===== src/rtl/configurable_bcd_clock_pkg.sv =====
`default_nettype none
// ============================================================================
// Module      : configurable_bcd_clock_pkg
// Description : Shared types, digit widths and reset-time constants for the
//               12/24-hour BCD clock.
// Revision    : 1.0 - initial release
// ============================================================================
package configurable_bcd_clock_pkg;

    typedef enum logic {
        MODE_12H = 1'b0,
        MODE_24H = 1'b1
    } mode_e;

    localparam int C_HT_W = 2;
    localparam int C_HU_W = 4;
    localparam int C_MT_W = 3;
    localparam int C_MU_W = 4;
    localparam int C_ST_W = 3;
    localparam int C_SU_W = 4;

    localparam logic [C_HT_W-1:0] C_RST24_HT = 2'd0;
    localparam logic [C_HU_W-1:0] C_RST24_HU = 4'd0;
    localparam logic [C_HT_W-1:0] C_RST12_HT = 2'd1;
    localparam logic [C_HU_W-1:0] C_RST12_HU = 4'd2;

    // True when every digit is BCD in range and the hour is legal for the mode.
    function automatic logic load_digits_ok(
        input logic              m24,
        input logic [C_HT_W-1:0] ht,
        input logic [C_HU_W-1:0] hu,
        input logic [C_MT_W-1:0] mt,
        input logic [C_MU_W-1:0] mu,
        input logic [C_ST_W-1:0] st,
        input logic [C_SU_W-1:0] su
    );
        logic digits_ok;
        logic hours_ok;
        digits_ok = (hu <= 4'd9) && (mu <= 4'd9) && (su <= 4'd9) &&
                    (mt <= 3'd5) && (st <= 3'd5);
        if (m24)
            hours_ok = (ht < 2'd2) || ((ht == 2'd2) && (hu <= 4'd3));
        else
            hours_ok = ((ht == 2'd0) && (hu != 4'd0)) ||
                       ((ht == 2'd1) && (hu <= 4'd2));
        return digits_ok && hours_ok;
    endfunction

endpackage
`default_nettype wire


===== src/rtl/configurable_bcd_clock_digit.sv =====
`default_nettype none
// ============================================================================
// Module      : bcd_digit_counter
// Description : One modulo-N BCD digit with enable, synchronous load/clear
//               and an enable-qualified carry for chaining.
// Revision    : 1.0 - initial release
// ============================================================================
module bcd_digit_counter #(
    parameter int               MODULUS = 10,
    parameter int               WIDTH   = 4,
    parameter logic [WIDTH-1:0] RST_VAL = '0
) (
    input  logic             clk,
    input  logic             reset,
    input  logic             en,
    input  logic             ld,
    input  logic [WIDTH-1:0] ld_val,
    input  logic             clr,
    input  logic [WIDTH-1:0] clr_val,
    output logic [WIDTH-1:0] count,
    output logic             carry
);

    localparam logic [WIDTH-1:0] c_max = WIDTH'(MODULUS - 1);

    logic [WIDTH-1:0] r_count;

    // Priority: load, then clear, then count.
    always_ff @(posedge clk or negedge reset) begin
        if (!reset)
            r_count <= RST_VAL;
        else if (ld)
            r_count <= ld_val;
        else if (clr)
            r_count <= clr_val;
        else if (en)
            r_count <= (r_count == c_max) ? '0 : r_count + WIDTH'(1);
    end

    assign count = r_count;
    assign carry = en && (r_count == c_max);

endmodule
`default_nettype wire


===== src/rtl/configurable_bcd_clock.sv =====
`default_nettype none
// ============================================================================
// Module      : configurable_bcd_clock
// Description : BCD time-of-day clock with prescaler, 12/24-hour modes and
//               validated parallel load.
// Revision    : 1.0 - initial release
// ============================================================================
module configurable_bcd_clock
    import configurable_bcd_clock_pkg::*;
#(
    parameter logic [31:0] TICK_DIV    = 32'd50_000_000,
    parameter bit          DEFAULT_24H = 1'b0
) (
    input  logic              clk,
    input  logic              reset,
    input  logic              run,
    input  logic              load,
    input  logic              mode_24h,
    input  logic [C_HT_W-1:0] ld_hour_tens,
    input  logic [C_HU_W-1:0] ld_hour_units,
    input  logic [C_MT_W-1:0] ld_min_tens,
    input  logic [C_MU_W-1:0] ld_min_units,
    input  logic [C_ST_W-1:0] ld_sec_tens,
    input  logic [C_SU_W-1:0] ld_sec_units,
    input  logic              ld_pm,
    output logic [C_SU_W-1:0] sec_units,
    output logic [C_ST_W-1:0] sec_tens,
    output logic [C_MU_W-1:0] min_units,
    output logic [C_MT_W-1:0] min_tens,
    output logic [C_HU_W-1:0] hour_units,
    output logic [C_HT_W-1:0] hour_tens,
    output logic              pm,
    output logic              is_24h,
    output logic              sec_pulse,
    output logic              load_err
);

    localparam logic [31:0]       c_tick_max = TICK_DIV - 32'd1;
    localparam logic [C_HT_W-1:0] c_rst_ht   = DEFAULT_24H ? C_RST24_HT : C_RST12_HT;
    localparam logic [C_HU_W-1:0] c_rst_hu   = DEFAULT_24H ? C_RST24_HU : C_RST12_HU;
    localparam mode_e             c_rst_mode = DEFAULT_24H ? MODE_24H : MODE_12H;

    logic [31:0] r_presc;
    mode_e       r_mode;
    logic        r_pm;
    logic        r_sec_pulse;
    logic        r_load_err;

    logic w_tick, w_load_ok, w_adv;
    logic w_su_carry, w_st_carry, w_mu_carry, w_hour_adv, w_hu_carry;
    logic w_ht_carry_unused;
    logic w_is24, w_hour_is11, w_hour_is12, w_hour_is23, w_hour_clr;
    logic [C_HU_W-1:0] w_hu_clr_val;

    assign w_is24    = (r_mode == MODE_24H);
    assign w_tick    = run && (r_presc == c_tick_max);
    assign w_load_ok = load && load_digits_ok(mode_24h, ld_hour_tens, ld_hour_units,
                                              ld_min_tens, ld_min_units,
                                              ld_sec_tens, ld_sec_units);
    assign w_adv     = w_tick && !w_load_ok;

    assign w_hour_is11 = (hour_tens == 2'd1) && (hour_units == 4'd1);
    assign w_hour_is12 = (hour_tens == 2'd1) && (hour_units == 4'd2);
    assign w_hour_is23 = (hour_tens == 2'd2) && (hour_units == 4'd3);
    // Hour wrap: 23 -> 00 in 24h mode, 12 -> 01 in 12h mode.
    assign w_hour_clr   = w_hour_adv && (w_is24 ? w_hour_is23 : w_hour_is12);
    assign w_hu_clr_val = w_is24 ? 4'd0 : 4'd1;

    always_ff @(posedge clk or negedge reset) begin
        if (!reset) begin
            r_presc     <= 32'd0;
            r_mode      <= c_rst_mode;
            r_pm        <= 1'b0;
            r_sec_pulse <= 1'b0;
            r_load_err  <= 1'b0;
        end else begin
            r_sec_pulse <= w_adv;
            r_load_err  <= load && !w_load_ok;
            if (w_load_ok) begin
                r_presc <= 32'd0;
                r_mode  <= mode_24h ? MODE_24H : MODE_12H;
                r_pm    <= mode_24h ? 1'b0 : ld_pm;
            end else begin
                if (run)
                    r_presc <= w_tick ? 32'd0 : r_presc + 32'd1;
                if (w_hour_adv && !w_is24 && w_hour_is11)
                    r_pm <= ~r_pm;
            end
        end
    end

    bcd_digit_counter #(.MODULUS(10), .WIDTH(C_SU_W)) u_sec_units (
        .clk(clk), .reset(reset), .en(w_adv), .ld(w_load_ok), .ld_val(ld_sec_units),
        .clr(1'b0), .clr_val('0), .count(sec_units), .carry(w_su_carry)
    );

    bcd_digit_counter #(.MODULUS(6), .WIDTH(C_ST_W)) u_sec_tens (
        .clk(clk), .reset(reset), .en(w_su_carry), .ld(w_load_ok), .ld_val(ld_sec_tens),
        .clr(1'b0), .clr_val('0), .count(sec_tens), .carry(w_st_carry)
    );

    bcd_digit_counter #(.MODULUS(10), .WIDTH(C_MU_W)) u_min_units (
        .clk(clk), .reset(reset), .en(w_st_carry), .ld(w_load_ok), .ld_val(ld_min_units),
        .clr(1'b0), .clr_val('0), .count(min_units), .carry(w_mu_carry)
    );

    bcd_digit_counter #(.MODULUS(6), .WIDTH(C_MT_W)) u_min_tens (
        .clk(clk), .reset(reset), .en(w_mu_carry), .ld(w_load_ok), .ld_val(ld_min_tens),
        .clr(1'b0), .clr_val('0), .count(min_tens), .carry(w_hour_adv)
    );

    bcd_digit_counter #(.MODULUS(10), .WIDTH(C_HU_W), .RST_VAL(c_rst_hu)) u_hour_units (
        .clk(clk), .reset(reset), .en(w_hour_adv), .ld(w_load_ok), .ld_val(ld_hour_units),
        .clr(w_hour_clr), .clr_val(w_hu_clr_val), .count(hour_units), .carry(w_hu_carry)
    );

    bcd_digit_counter #(.MODULUS(3), .WIDTH(C_HT_W), .RST_VAL(c_rst_ht)) u_hour_tens (
        .clk(clk), .reset(reset), .en(w_hu_carry), .ld(w_load_ok), .ld_val(ld_hour_tens),
        .clr(w_hour_clr), .clr_val('0), .count(hour_tens), .carry(w_ht_carry_unused)
    );

    assign pm        = w_is24 ? ((hour_tens == 2'd2) || w_hour_is12 ||
                                 ((hour_tens == 2'd1) && (hour_units > 4'd2)))
                              : r_pm;
    assign is_24h    = w_is24;
    assign sec_pulse = r_sec_pulse;
    assign load_err  = r_load_err;

endmodule
`default_nettype wire


===== config.mk =====
export PLATFORM = sky130hd
export DESIGN_NAME = configurable_bcd_clock
export DESIGN_NICKNAME = d
export VERILOG_FILES = /design/src/rtl/configurable_bcd_clock_pkg.sv /design/src/rtl/configurable_bcd_clock_digit.sv /design/src/rtl/configurable_bcd_clock.sv
export SDC_FILE = /design/constraint.sdc
export NUM_CORES = 1
export LEC_CHECK = 0
export CAP_MARGIN = 30
export CORE_MARGIN = 2
export CORE_UTILIZATION = 50
export DETAILED_ROUTE_END_ITERATION = 12
export PLACE_DENSITY = 0.76
export SLEW_MARGIN = 20
export SYNTH_ARGS = -nofsm -noshare
export SYNTH_HDL_FRONTEND = slang
export SYNTH_HIERARCHICAL = 1
export SYNTH_SLANG_ARGS = --single-unit

===== constraint.sdc =====
create_clock -name clk -period 3.7 [get_ports clk]
set_input_delay 0.74 -clock clk [delete_from_list [all_inputs] [get_ports clk]]
set_output_delay 0.74 -clock clk [all_outputs]
set_load 0.02 [all_outputs]

==> reports/notes.md, run 1 <==
Timing
- **time the final worst path needs with I/O delays and setup** 3.57 ns
- **transition time at the pin with the least slew margin** 0.727 ns
- **number of failing hold endpoints at the final stage** 0
- **number of endpoints failing setup at the final stage** 0
- **worst clock skew** 0.0139 ns
- **tightest hold margin** 0.547 ns

Finish
- **fraction of area in multi-input gates** 0.484
- **most numerous logic cells after layout** 54 x dfrtp_1, 42 x clkdlybuf4s50_1, 41 x a21oi_1
- **fraction of final layout cells sized beyond drive strength 1** 0.174
- **flip-flop count of the largest register, all copies and words added** 32
- **area of combinational cells with multiple inputs** 2270 um2
- **area occupied by registers** 1400 um2
- **clock network area share** 0.0189
- **# fillers** 634
- **clock buffer count in the final layout** 6
- **count of multi-input gates** 348
- **Layout area overhead** 25.3%
- **dominant class by area** combinational gates
- **inverters** 11
- **Non-Clock Buffer Area Fraction** 0.160

Placement
- **buffers added on ports** 49
- **final weighted congestion in routability-driven placement** 0.803
- **final HPWL from detailed placement** 6.33 mm

Power
- **leak pwr** 0.00185 uW
- **Clock Power** 348 uW
- **largest power group** registers
- **power dissipated in combinational cells** 548 uW
- **power per cell area** 381 nW/um2
- **share of power burned in combinational logic** 0.307
- **total power of the final layout** 1790 uW
- **Internal Power** 1140 uW
- **sequential power** 891 uW
- **VDD IR-drop max** 0.201 mV
- **Switching Fraction** 0.360

Critical path
- **Setup crit end kind** flop
- **category of the most critical setup path** input pin to flop
- **launching element type of the critical path** input pin
- **Register-to-Register Setup Slack** 0.22 ns
- **launching point of the worst reg2reg path** r_presc[18]
- **required time of the critical path** 3.92 ns
- **CP Launch Point** ld_hour_units[1]
- **worst-case reg-to-reg path depth** 15

CTS
- **clock sink count** 56
- **number of H-tree levels** 2
- **post-CTS sizing** 25
- **hold-fix buffer count after cts** 0
- **CTS tree** yes
- **Clock Latency Late Sink** 0.32 ns
- **number of clock buffers inserted by TritonCTS** 5
- **Worst-path clk slew** 0.11 ns

Worst hold path
- **worst hold path endpoint** r_presc[15]
- **hold path startpoint** r_presc[15]
- **hold-critical path depth** 2

Route
- **detailed-route via count** 3492
- **DRC violation count after routing** 0
- **Met1 Routed Length** 4.19 mm
- **Pre-Repair DR Iteration Count** 4
- **top routing layer in use** met4

GRT
- **via count of the first global-routing pass** 3382
- **maximum number of pins on one net before global-route repair** 57
- **number of antenna violations at the first check in global routing** 0
- **global-route wire length before repair** 15.6 mm
- **met2 Resource Use GR** 0.367
- **global-route usage over all layers** 0.228
- **grt total ovfl** 0

Die
- **area enclosed by the die boundary** 8200 um2
- **Die Span X** 90.6 um
- **starting density of the core** 0.517
- **number of rows in the core area** 31
- **CORE AREA** 7250 um2

Run
- **maximum capacitance violations** 0

Status
- **outcome** finished clean

Logic synthesis
- **Post-Synthesis Mean Instance Area** 9.07 um2

run 1: through the flow:
step,std cells,setup TNS (ns),worst slack (ns),util,cell area (um2)
after detailed placement,593,-2.99,-0.520,0.626,4540
after CTS,605,0,0.0257,0.645,4680
after global routing,606,-0.00218,-0.00218,0.647,4700
final,606,0,0.134,0.647,4700
after floorplan,435,-1.46,-0.443,-,3870
after global placement,593,-2.35,-0.423,0.626,4540
run 1: worst max-delay path, stage by stage:
cell and delay (ns):
clkdlybuf4s15_1 0.18, or4_4 0.49, o211a_4 0.26, nand3_4 0.10, clkinv_8 0.05, nor2_4 0.07, and4b_2 0.23, and4b_2 0.23
and4b_2 0.22, and4b_2 0.24, nor3b_4 0.21, nand2_2 0.09, nor2_4 0.15, nand2b_4 0.16, a21oi_2 0.04, o31a_1 0.12
o41ai_2 0.19
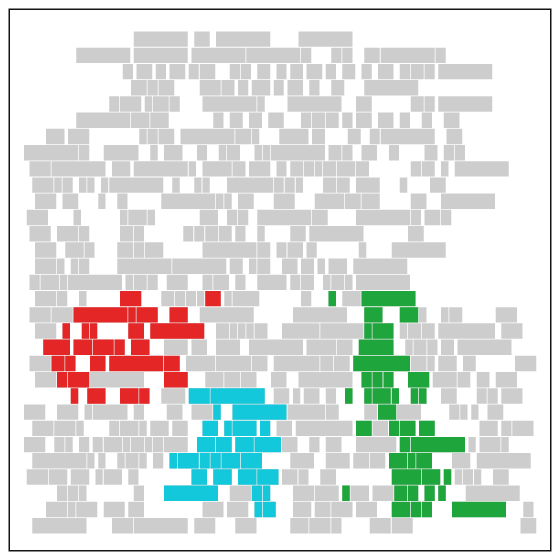
*Cells coloured by instance, run 1*
Other cells in grey.
| instance | colour | cells |
|---|---|---|
| u_min_tens | cyan | 27 |
| u_hour_units | green | 40 |
| u_sec_tens | red | 28 |
not coloured: 412

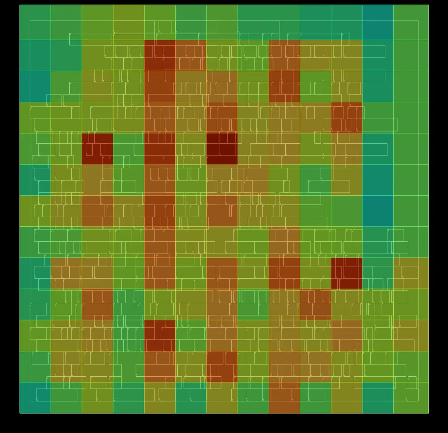
*Routing congestion map, run 1*
met3 track utilization from global routing: 0.0384
DR WL/cell: 15.0 um
Global Route met1 Usage: 0.322
global route hottest layer: met2

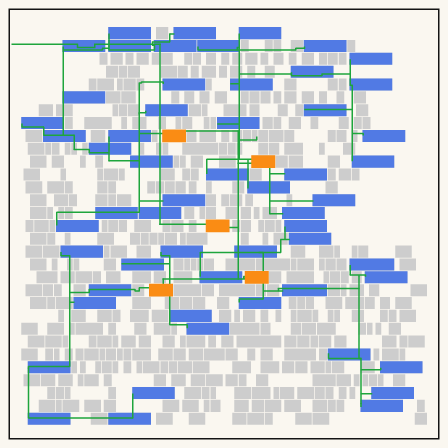
*Clock distribution, run 1*
[flip-flops] blue | count: 56
[clock-net drivers] orange | count: 5
[clock wires] green | length: 731 um
routed clock nets: 6
flops lie: spread over the die

--- run 2 (diff from run 1) ---
--- a/config.mk
+++ b/config.mk
@@ -7,10 +7,10 @@
 export LEC_CHECK = 0
 export CAP_MARGIN = 30
 export CORE_MARGIN = 2
-export CORE_UTILIZATION = 50
+export CORE_UTILIZATION = 40
 export DETAILED_ROUTE_END_ITERATION = 12
-export PLACE_DENSITY = 0.76
-export SLEW_MARGIN = 20
+export PLACE_DENSITY = 0.63
+export SLEW_MARGIN = 40
 export SYNTH_ARGS = -nofsm -noshare
 export SYNTH_HDL_FRONTEND = slang
 export SYNTH_HIERARCHICAL = 1
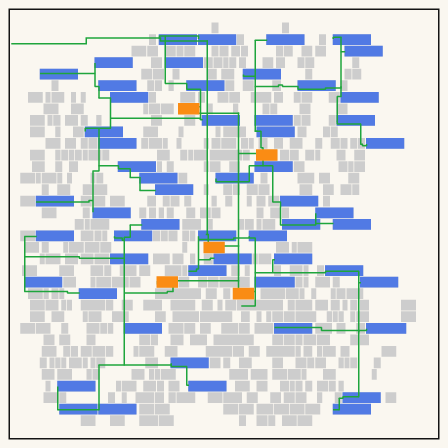
*Clock distribution, run 2*
[flip-flops] blue | count: 56
[clock wires] green | length: 785 um
[clock-net drivers] orange | count: 5
flops lie: spread over the die
routed clock nets: 6

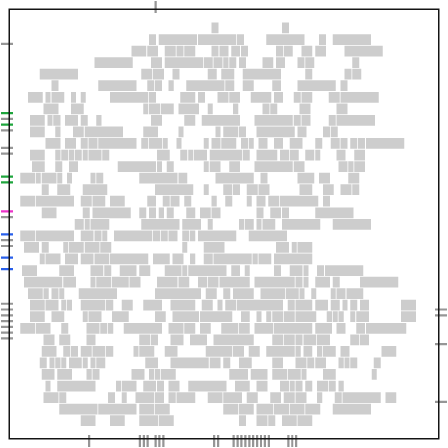
*Pin map, run 2*
Pins as bars across the die edge, other pins in grey.
| port | colour | pins | direction | edge |
|---|---|---|---|---|
| run | magenta | 1 | input | left |
| ld_sec_tens | blue | 3 | input | left |
| ld_sec_units | green | 4 | input | left |

==> run 2 against run 1 <==
  * Critical path depth is 1 higher
  * Largest cell class unchanged
  * Worst hold slack worse by 0.19 ns
  * Combinational power rose by 1%
  * Highest routed layer unchanged
==> reports/notes.md, run 2 <==
Status
- **outcome** finished clean

GRT
- **met2 Resource Use GR** 0.309, -0.0582
- **via count of the first global-routing pass** 3295, -2.6%
- **number of antenna violations at the first check in global routing** 0, unchanged
- **global route hottest layer** met2
- **met3 track utilization from global routing** 0.0291, -0.00927
- **grt total ovfl** 0, unchanged
- **maximum number of pins on one net before global-route repair** 54, -5.3%
- **Global Route met1 Usage** 0.254, -0.0676

Timing
- **number of failing hold endpoints at the final stage** 0, unchanged
- **tightest hold margin** 0.354 ns, -0.192 ns
- **worst clock skew** 0.00285 ns, -0.0111 ns
- **time the final worst path needs with I/O delays and setup** 3.57 ns, +0.00324 ns
- **transition time at the pin with the least slew margin** 0.550 ns, -0.177 ns
- **post-route setup TNS** 0 ns, unchanged

Placement
- **area post-placement** 4570 um2, +0.66%
- **final HPWL from detailed placement** 6.49 mm, +2.5%
- **pre-CTS setup slack** -0.490 ns, +0.0301 ns
- **buffers added on ports** 49, unchanged
- **number of cells after detailed placement** 607, +2.4%
- **final weighted congestion in routability-driven placement** 0.792, -1.3%

Power
- **leak pwr** 0.00194 uW, +5.3%
- **largest power group** registers
- **share of power burned in combinational logic** 0.289, -0.018
- **Switching Fraction** 0.333, -0.0272
- **power dissipated in combinational cells** 555 uW, +1%
- **sequential power** 889 uW, about the same
- **total power of the final layout** 1920 uW, +7.3%
- **power per cell area** 398 nW/um2, +4.6%

Finish
- **tally of non-filler cells in the final layout** 622, +2.6%
- **most numerous logic cells after layout** 54 x dfrtp_1, 41 x a21oi_1, 39 x nand2_1, 39 x clkdlybuf4s50_1, 38 x buf_4
- **fraction of final layout cells sized beyond drive strength 1** 0.190, +0.0163
- **post-route core utilization** 0.527, -0.121
- **Layout area overhead** 28.6%
- **area occupied by registers** 1400 um2, unchanged
- **# fillers** 842, +33%

CTS
- **CTS tree** yes
- **post-CTS sizing** 9, -64%
- **clock sink count** 56, unchanged
- **hold-fix buffer count after cts** 0, unchanged
- **number of H-tree levels** 2, unchanged
- **Clock Latency Late Sink** 0.31 ns, about the same
- **Worst-path clk slew** 0.10 ns, about the same

Critical path
- **required time of the critical path** 3.92 ns, about the same
- **CP Launch Point** ld_sec_tens[1]
- **category of the most critical setup path** input pin to flop
- **cell occurring most often along the worst timing path** and4b_2
- **launching element type of the critical path** input pin
- **launching point of the worst reg2reg path** r_presc[9]
- **largest incremental delay on the critical path** 0.47 ns, -0.02 ns
- **standard cell with the maximum stage delay on the critical path** clkdlybuf4s50_1

Logic synthesis
- **Post-Synthesis Mean Instance Area** 9.07 um2, unchanged

Die
- **area enclosed by the die boundary** 10200 um2, +24%
- **CORE AREA** 9150 um2, +26%
- **starting density of the core** 0.409, -0.107

Route
- **detailed-route via count** 3443, -1.4%
- **Pre-Repair DR Iteration Count** 5, +1
- **top routing layer in use** met4
- **DR WL/cell** 15.0 um, +0.29%

Run
- **maximum capacitance violations** 0, unchanged

==> run 2: worst paths after layout <==
| kind | to | slack (ns) | depth (start not counted) |
|---|---|---|---|
| min in group clk | u_hour_tens/count[0] | 0.55 | 2 |
| setup reg to reg | u_hour_units/count[2] | 0.25 | 15 |
| max in group asynchronous | u_hour_units/count[1] | 2.57 | 2 |
| hold reg to reg | u_hour_tens/count[0] | 0.55 | 2 |
| hold / removal | is_24h | 0.35 | 1 |
| setup / recovery | u_hour_units/count[3] | 0.13 | 18 |
==> run 2: final cells by class <==
type	count	area share
clock buffer	5	0.0143
timing repair buffer	89	0.168
inverter	11	0.0112
multi-input combinational	348	0.474
clock inverter	2	0.0125
sequential	56	0.291
tap	111	0.0288
--- run 3 (diff from run 2) ---
--- a/config.mk
+++ b/config.mk
@@ -9,7 +9,7 @@
 export CORE_MARGIN = 2
 export CORE_UTILIZATION = 40
 export DETAILED_ROUTE_END_ITERATION = 12
-export PLACE_DENSITY = 0.63
+export PLACE_DENSITY = 0.73
 export SLEW_MARGIN = 40
 export SYNTH_ARGS = -nofsm -noshare
 export SYNTH_HDL_FRONTEND = slang
==> constraint.sdc (replaced) <==
create_clock -name clk -period 3.8 [get_ports clk]
set_input_delay 0.76 -clock clk [delete_from_list [all_inputs] [get_ports clk]]
set_output_delay 0.76 -clock clk [all_outputs]
set_load 0.02 [all_outputs]
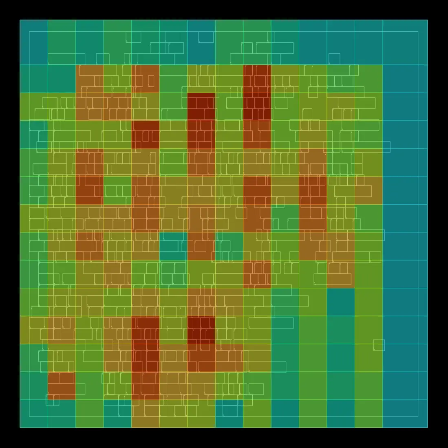
*Routing congestion map, run 3*
met2 Resource Use GR: 0.332
met3 track utilization from global routing: 0.0243

==> run 3 against run 2 <==
  * Clock power fell by 15%
  * Non-clock buffer count down 1
  * Combinational power is 5.6% lower
  * Critical path type unchanged
==> reports/notes.md, run 3 <==
GRT
- **maximum number of pins on one net before global-route repair** 54, unchanged
- **global route hottest layer** met2

Route
- **DR WL/cell** 14.4 um, -3.8%
- **detailed-route via count** 3519, +2.2%

Placement
- **number of cells after detailed placement** 607, unchanged
- **final HPWL from detailed placement** 6.52 mm, +0.49%
- **final weighted congestion in routability-driven placement** 0.807, +1.9%

Critical path
- **largest incremental delay on the critical path** 0.43 ns, -0.04 ns
- **category of the most critical setup path** input pin to flop
- **launching element type of the critical path** input pin
- **required time of the critical path** 4.02 ns, +0.10 ns

Logic synthesis
- **Post-Synthesis Mean Instance Area** 9.07 um2, unchanged

Power
- **power per cell area** 377 nW/um2, -5.2%
- **share of power burned in combinational logic** 0.292, +0.003
- **total power of the final layout** 1800 uW, -6.3%
- **power dissipated in combinational cells** 524 uW, -5.6%

Timing
- **transition time at the pin with the least slew margin** 0.534 ns, -0.0165 ns
- **number of failing hold endpoints at the final stage** 0, unchanged
- **tightest hold margin** 0.398 ns, +0.0434 ns
- **worst clock skew** 0.0165 ns, +0.0136 ns

CTS
- **number of H-tree levels** 2, unchanged
- **hold-fix buffer count after cts** 0, unchanged
- **post-CTS sizing** 10, +1
- **CTS tree** yes
- **Worst-path clk slew** 0.10 ns, about the same
- **Clock Latency Late Sink** 0.32 ns, about the same

Status
- **outcome** finished clean

Finish
- **total number of sequential cells** 56, unchanged
- **tally of non-filler cells in the final layout** 622, unchanged
- **# fillers** 832, -1.2%
- **fraction of final layout cells sized beyond drive strength 1** 0.182, -0.00783
- **share of the final layout cell area in sequential cells** 0.295, +0.00352
- **Layout area overhead** 27.1%
- **area occupied by registers** 1400 um2, unchanged
- **most numerous logic cells after layout** 54 x dfrtp_1, 42 x clkdlybuf4s50_1, 40 x a21oi_1
- **non-clock buffer instance count of the final layout** 88, -1.1%
- **fraction of area in multi-input gates** 0.477, +0.00362
- **clock network area share** 0.0234, -0.00335

Run
- **maximum capacitance violations** 0, unchanged

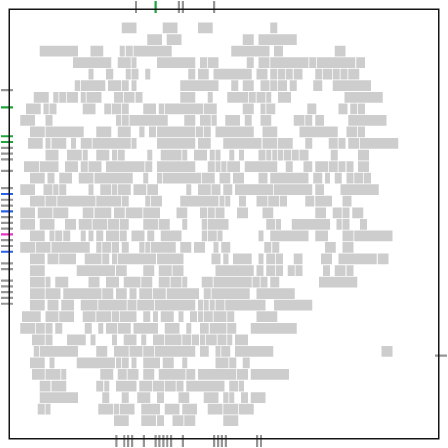
*Pin map, run 3*
Pins as bars across the die edge, other pins in grey.
| port | colour | pins | direction | edge |
|---|---|---|---|---|
| ld_sec_units | green | 4 | input | 3 left, 1 top |
| ld_sec_tens | blue | 3 | input | left |
| run | magenta | 1 | input | left |
all pins by edge: 27 left, 17 bottom, 5 top, 1 right
Die Span X: 101 um
die height: 101 um
buffers added on ports: 49

==> run 3: metrics by stage <==
step / worst slack (ns) / TNS [ns]
finish: 0.125 / 0
global route: -0.0152 / -0.0249
CTS: 0.0680 / 0
detailed placement: -0.475 / -2.57
global placement: -0.328 / -1.74
floorplan: -0.363 / -1.00
==> run 3: worst paths after layout <==
path	from	end	slack, ns	depth (start not counted)
worst max-delay path	ld_hour_tens[1]	u_hour_units/count[3]	0.13	18
worst min-delay path	reset	u_hour_units/count[0]	0.40	1
worst max register to register	r_presc[18]	u_hour_units/count[1]	0.19	15
worst min register to register	r_presc[23]	r_presc[23]	0.55	2
max in group asynchronous	reset	r_presc[31]	2.74	2
min in group clk	r_presc[23]	r_presc[23]	0.55	2
No activity file was given, so power comes from the tool's default toggle rates.
